--- config.mk ---
export PLATFORM = sky130hd
export DESIGN_NAME = interpreter_uart_tx
export DESIGN_NICKNAME = d
export VERILOG_FILES = /design/src/rtl/interpreter_uart_tx.sv
export SDC_FILE = /design/constraint.sdc
export NUM_CORES = 1
export LEC_CHECK = 0
export ABC_AREA = 1
export CAP_MARGIN = 15
export CORE_UTILIZATION = 35
export CTS_CLUSTER_SIZE = 8
export DETAILED_ROUTE_END_ITERATION = 6
export SYNTH_ARGS = -nofsm -noshare
export SYNTH_HDL_FRONTEND = slang
export SYNTH_SLANG_ARGS = --single-unit
export TNS_END_PERCENT = 30
--- constraint.sdc ---
create_clock -name clk -period 3.7 [get_ports clk]
set_input_delay 0.74 -clock clk [delete_from_list [all_inputs] [get_ports clk]]
set_output_delay 0.74 -clock clk [all_outputs]
set_load 0.01 [all_outputs]
--- src/rtl/interpreter_uart_tx.sv ---
// fifo: circular word buffer with wrap-bit pointers; push accepted when full if a pop happens the same cycle.
// Latency: a written word is visible on rd_dat the cycle after the push; count/empty follow pointers directly.
// Backpressure: none upstream; a push while full without a pop is ignored (the caller flags the loss).
module fifo #(
    parameter int WIDTH = 15,
    parameter int DEPTH = 8
) (
    input  logic                       clk,
    input  logic                       reset,
    input  logic                       push,
    input  logic                       pop,
    input  logic [WIDTH-1:0]           wr_dat,
    output logic [WIDTH-1:0]           rd_dat,
    output logic                       full,
    output logic                       empty,
    output logic [$clog2(DEPTH):0]     count
);
    localparam int AW = $clog2(DEPTH);
    localparam logic [AW:0] DEPTH_P = (AW+1)'(DEPTH);

    logic [WIDTH-1:0] mem [DEPTH];
    logic [AW:0]      wr_ptr;
    logic [AW:0]      rd_ptr;
    logic [AW:0]      wr_nxt;
    logic [AW:0]      rd_nxt;
    logic             wr_en;
    logic             rd_en;

    assign rd_en  = pop & ~empty;
    assign wr_en  = push & (~full | rd_en);
    assign wr_nxt = wr_ptr + {{AW{1'b0}}, wr_en};
    assign rd_nxt = rd_ptr + {{AW{1'b0}}, rd_en};
    assign empty  = (wr_ptr == rd_ptr);
    assign count  = wr_ptr - rd_ptr;
    assign rd_dat = mem[rd_ptr[AW-1:0]];

    // Pointer update; full is registered from the next-state pointer difference.
    always_ff @(posedge clk or negedge reset) begin
        if (!reset) begin
            wr_ptr <= '0;
            rd_ptr <= '0;
            full   <= 1'b0;
        end else begin
            wr_ptr <= wr_nxt;
            rd_ptr <= rd_nxt;
            full   <= ((wr_nxt - rd_nxt) == DEPTH_P);
        end
    end

    // Storage write; contents need no reset since pointers gate every read.
    always_ff @(posedge clk) begin
        if (wr_en) begin
            mem[wr_ptr[AW-1:0]] <= wr_dat;
        end
    end
endmodule

// interpreter_uart_tx: captures strobed 15-bit words into a FIFO and sends each as two 8N1 bytes (low, then {0,high}).
// Latency: push 3 clk edges after data_valid rises; tx falls 1 cycle after the pop; one word takes 20*CLKS_PER_BIT cycles.
// Backpressure: none on the strobe; words arriving while the FIFO is full are dropped and overflow sticks high.
module interpreter_uart_tx #(
    parameter int CLKS_PER_BIT = 434,
    parameter int FIFO_DEPTH   = 8
) (
    input  logic                               clk,
    input  logic                               reset,
    input  logic                               data_valid,
    input  logic [14:0]                        data_in,
    output logic                               tx,
    output logic                               busy,
    output logic                               fifo_full,
    output logic [$clog2(FIFO_DEPTH+1)-1:0]    fifo_count,
    output logic                               overflow
);
    localparam int CW = $clog2(FIFO_DEPTH+1);
    localparam int AW = $clog2(FIFO_DEPTH);
    localparam int BW = (CLKS_PER_BIT > 1) ? $clog2(CLKS_PER_BIT) : 1;
    localparam logic [BW-1:0] BAUD_MAX = BW'(CLKS_PER_BIT - 1);

    typedef enum logic [1:0] {
        IDLE  = 2'd0,
        START = 2'd1,
        DATA  = 2'd2,
        STOP  = 2'd3
    } state_t;

    state_t          state_q, state_d;
    logic [BW-1:0]   baud_q, baud_d;
    logic [2:0]      bit_q, bit_d;
    logic            byte_sel_q, byte_sel_d;
    logic [14:0]     word_q, word_d;
    logic            tx_q, tx_d;
    logic [7:0]      cur_byte;

    logic            sync1, sync2, sync3;
    logic            push;
    logic            pop;
    logic [14:0]     rd_dat;
    logic            empty;
    logic [AW:0]     count;
    logic            overflow_q;

    // Two-flop synchronizer plus one delay stage for rising-edge detection of the async strobe.
    always_ff @(posedge clk or negedge reset) begin
        if (!reset) begin
            sync1 <= 1'b0;
            sync2 <= 1'b0;
            sync3 <= 1'b0;
        end else begin
            sync1 <= data_valid;
            sync2 <= sync1;
            sync3 <= sync2;
        end
    end

    // data_in is sampled raw: upstream holds it stable well past the detect cycle.
    assign push = sync2 & ~sync3;

    fifo #(
        .WIDTH (15),
        .DEPTH (FIFO_DEPTH)
    ) u_fifo (
        .clk    (clk),
        .reset  (reset),
        .push   (push),
        .pop    (pop),
        .wr_dat (data_in),
        .rd_dat (rd_dat),
        .full   (fifo_full),
        .empty  (empty),
        .count  (count)
    );

    // Sticky loss flag: a push that the FIFO could not take.
    always_ff @(posedge clk or negedge reset) begin
        if (!reset) begin
            overflow_q <= 1'b0;
        end else if (push && fifo_full && !pop) begin
            overflow_q <= 1'b1;
        end
    end

    // Serializer state register; tx is registered from the next-state view so it lines up with state_q.
    always_ff @(posedge clk or negedge reset) begin
        if (!reset) begin
            state_q    <= IDLE;
            baud_q     <= '0;
            bit_q      <= '0;
            byte_sel_q <= 1'b0;
            word_q     <= '0;
            tx_q       <= 1'b1;
        end else begin
            state_q    <= state_d;
            baud_q     <= baud_d;
            bit_q      <= bit_d;
            byte_sel_q <= byte_sel_d;
            word_q     <= word_d;
            tx_q       <= tx_d;
        end
    end

    // Next-state, pop request and next tx level.
    always_comb begin
        state_d    = state_q;
        baud_d     = baud_q + 1'b1;
        bit_d      = bit_q;
        byte_sel_d = byte_sel_q;
        word_d     = word_q;
        pop        = 1'b0;
        tx_d       = 1'b1;
        cur_byte   = 8'h00;

        case (state_q)
            IDLE: begin
                baud_d = '0;
                if (!empty) begin
                    pop        = 1'b1;
                    word_d     = rd_dat;
                    byte_sel_d = 1'b0;
                    state_d    = START;
                end
            end
            START: begin
                if (baud_q == BAUD_MAX) begin
                    baud_d  = '0;
                    bit_d   = 3'd0;
                    state_d = DATA;
                end
            end
            DATA: begin
                if (baud_q == BAUD_MAX) begin
                    baud_d = '0;
                    if (bit_q == 3'd7) begin
                        state_d = STOP;
                    end else begin
                        bit_d = bit_q + 3'd1;
                    end
                end
            end
            STOP: begin
                if (baud_q == BAUD_MAX) begin
                    baud_d = '0;
                    if (!byte_sel_q) begin
                        byte_sel_d = 1'b1;
                        state_d    = START;
                    end else begin
                        state_d = IDLE;
                    end
                end
            end
            default: begin
                baud_d  = '0;
                state_d = IDLE;
            end
        endcase

        cur_byte = byte_sel_d ? {1'b0, word_d[14:8]} : word_d[7:0];
        case (state_d)
            START:   tx_d = 1'b0;
            DATA:    tx_d = cur_byte[bit_d];
            default: tx_d = 1'b1;
        endcase
    end

    assign tx         = tx_q;
    assign busy       = (state_q != IDLE) | ~empty;
    assign fifo_count = CW'(count);
    assign overflow   = overflow_q;
endmodule

==> results.txt <==
Reports from this run.

- The run finished with clean final reports.
- The worst reg2reg path startpoint reads u_fifo.wr_ptr[2].
- The area of the synthesized netlist per yosys stat is approximately 0.0074 mm^2.
- The number of flops mapped to enable cells by yosys reads 120.
- For this run, the top clock speed supported by timing is about 330 MHz.
- The normalized max-slew margin is between 50% and 60%.
- The number of buffers added by the clock tree synthesis step is 17.
- The main area contributors are sky130_fd_sc_hd__edfxtp_1 (49%), sky130_fd_sc_hd__dfrtp_1 (15%), sky130_fd_sc_hd__nand2_1 (11%).
- The H-tree was split into 4 levels.
- The total power divided by cell area reads a little under 800 mW/mm^2.
- The dominant combinational cell family by area after synthesis reads simple AND/OR/NAND/NOR gates.
- The count of mapped cells out of synthesis reads around 730.
- The area of the core reads about 0.02 mm^2.
- The post-synthesis share of cell area spent on full adders, half adders and majority gates is under 10%.
- Yosys reports that the leading cell type by area covers 48.8% of the netlist area.
- For reference, the post-synthesis area per instance comes to approximately 10 um^2.
- The fraction of synthesis flops using an asynchronous set or reset pin reads a little over a quarter.
- The classification of the worst setup path is reg2reg.
- The top routing layer in use is met4.
- The path type of the worst min-delay path reads in2async.
- The critical path goes through ha_1 > nand2_1 > nor2_2 > nand2_2 > nand2_4 > inv_4 > ha_1 > ha_1 > inv_1 > ha_1 > inv_1 > o21bai_1 > a21oi_1 > xor2_1 > nor2_1.
- The first-pass iteration count of the detailed router reads 5.
- Port buffering added 25 buffers.
- The most frequently placed logic cell in the final layout is sky130_fd_sc_hd__nand2_1.
- The final critical-path required period is between 3 and 4 ns.
- The filler cell count in the final layout reads between 1500 and 2000.
- The worst-case vdd ir drop is between 0.0003 and 0.0004 V.
- The detailed-routing wirelength on met1 reads about 7300 um.
- Global routing finished with a remaining overflow of 0.
- TritonCTS built the clock tree.
- Total power for the finished layout comes to 0.00661 W.
- The number of max-slew violations in the final report reads 0.
- The sequential area share after synthesis is between 60 and 70%.
- From bottom edge to top edge, the die measures approximately 150 um.
- Summing over every cut layer, the via total after detailed routing is around 4900.
- The most frequently used flop master after synthesis is sky130_fd_sc_hd__edfxtp_1.
- The worst clock skew is approximately 0.012 ns.
- The total of flip-flops plus latches after synthesis is roughly 160.
- The ratio of final minimum period to clock period is between 80% and 90%.
- Per the synthesis report, the AND-OR/OR-AND share of the synthesized area is under 10%.
- The number of antenna violations at the first check in global routing is 0.
- The area added between synthesis and finish reads 15.5%.
## worst min-delay path by stage
| stage | from | to | slack, ns | depth (start not counted) |
|---|---|---|---|---|
| floorplan | sync1 | sync2 | 0.33 | 0 |
| CTS | sync1 | sync2 | 0.36 | 0 |
| global route | sync1 | sync2 | 0.37 | 0 |
| detailed placement | sync1 | sync2 | 0.35 | 0 |
| finish | reset | bit_q[0] | 0.37 | 1 |
| global placement | sync1 | sync2 | 0.33 | 0 |
## power breakdown
group | total, W | switching, W | internal (W)
clock | 0.00169 | 0.000797 | 0.000894
combinational | 0.00255 | 0.00164 | 0.000910
sequential | 0.00237 | 0.000111 | 0.00226
## cell families after synthesis
kind of cell	Yosys count
xor+xnor	12
compound gates	31
simple gates	389
flops	164
fa+ha+maj	19
buf+inv	116
## cells in the mapped netlist (3+ instances only)
cell type and count:
sky130_fd_sc_hd__inv_2 6, sky130_fd_sc_hd__ha_1 18, sky130_fd_sc_hd__nand3_1 113, sky130_fd_sc_hd__nor2_2 3, sky130_fd_sc_hd__o21bai_1 3, sky130_fd_sc_hd__xor2_1 6, sky130_fd_sc_hd__edfxtp_1 120, sky130_fd_sc_hd__a21oi_1 7
sky130_fd_sc_hd__buf_2 17, sky130_fd_sc_hd__o21ai_0 12, sky130_fd_sc_hd__xnor2_1 6, sky130_fd_sc_hd__inv_1 84, sky130_fd_sc_hd__nor3_1 3, sky130_fd_sc_hd__buf_6 4, sky130_fd_sc_hd__nand2_1 219, sky130_fd_sc_hd__nand2_2 3
sky130_fd_sc_hd__nor2_1 42, sky130_fd_sc_hd__dfrtp_1 43
## critical path: cells and delay by family, from the launching register on
kind	cells	cell delay (ns)
compound gates	2	0.30
xor+xnor	1	0.16
fa+ha+maj	4	1.19
buf+inv	3	0.24
flops	1	0.47
simple gates	5	0.65
## flip-flops by register name, summed over array words and instances (netlist names)
| register | count |
|---|---|
| sync3 | 1 |
| sync1 | 1 |
| tx | 1 |
| baud_q | 9 |
| byte_sel_q | 1 |
| u_fifo.mem | 120 |
| overflow | 1 |
| u_fifo.rd_ptr | 4 |
| u_fifo.wr_ptr | 4 |
| word_q | 15 |
| u_fifo.full | 1 |
| state_q | 2 |
| bit_q | 3 |
| sync2 | 1 |
## metal layers
metal / track usage (%) / up-vias
met3: 3.73 / 6
met4: 3.35 / 0
met2: 26.8 / 90
met1: 19.9 / 2352
li1: - / 2466
met5: 0 / -
## per-stage QoR
stage | utilization [%] | area, um^2 | worst slack (ns) | instances | hold slack (ns)
global route | 41.6 | 8530 | 0.383 | 1049 | 0.374
finish | 41.6 | 8530 | 0.630 | 1049 | 0.366
global placement | 38.9 | 7970 | 0.744 | 1017 | 0.331
CTS | 41.6 | 8530 | 0.602 | 1049 | 0.364
floorplan | - | 7390 | 0.606 | 731 | 0.331
detailed placement | 38.9 | 7970 | 0.622 | 1017 | 0.349
## cell type report
class	count	area (um^2)	area share, %
clock buffer	18	429	5.03
clock inverter	14	138	1.61
inverter	92	349	4.09
multi-input combinational	451	2190	25.7
sequential	164	4710	55.2
tap	270	338	3.96
timing repair buffer	40	383	4.49
The metal 2 layer:
Cells faint in the background.
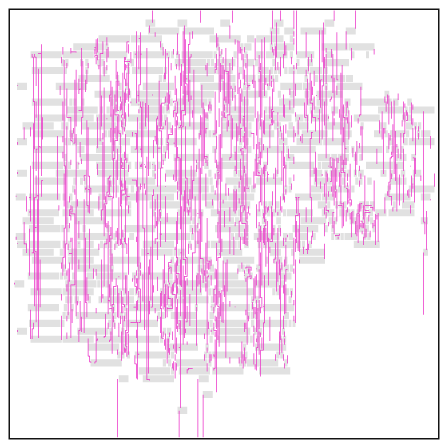
- share of all routed wire: 50%
- nets with wire on the layer: 576
- longest straight run: 92.5 um
- wire length on this layer: 7810 um

Routing congestion map:
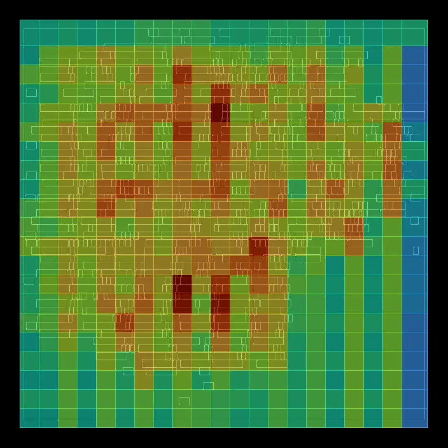
WL/cell: 15.0 um
global router's overall resource usage: 15.6%
post-layout util: 41.6%

Metal layers overlaid:
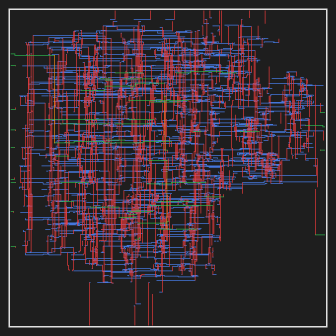
- red: metal 2 (wire length 7810 um)
- green: metal 3 (wire length 549 um)
- blue: metal 1 (wire length 7250 um)
- orange: metal 4 (wire length 97.9 um)

Clock distribution:
Scale bar: 50 um.
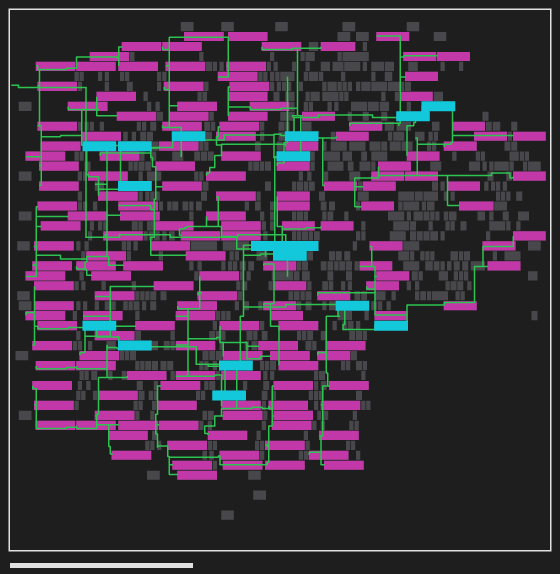
- magenta: flip-flops (count 164)
- green: clock wires (length 1940 um)
- cyan: clock drivers (count 17)
- routed clock nets: 18
- flops lie: widely spread

Power and IR drop assume default switching activity.
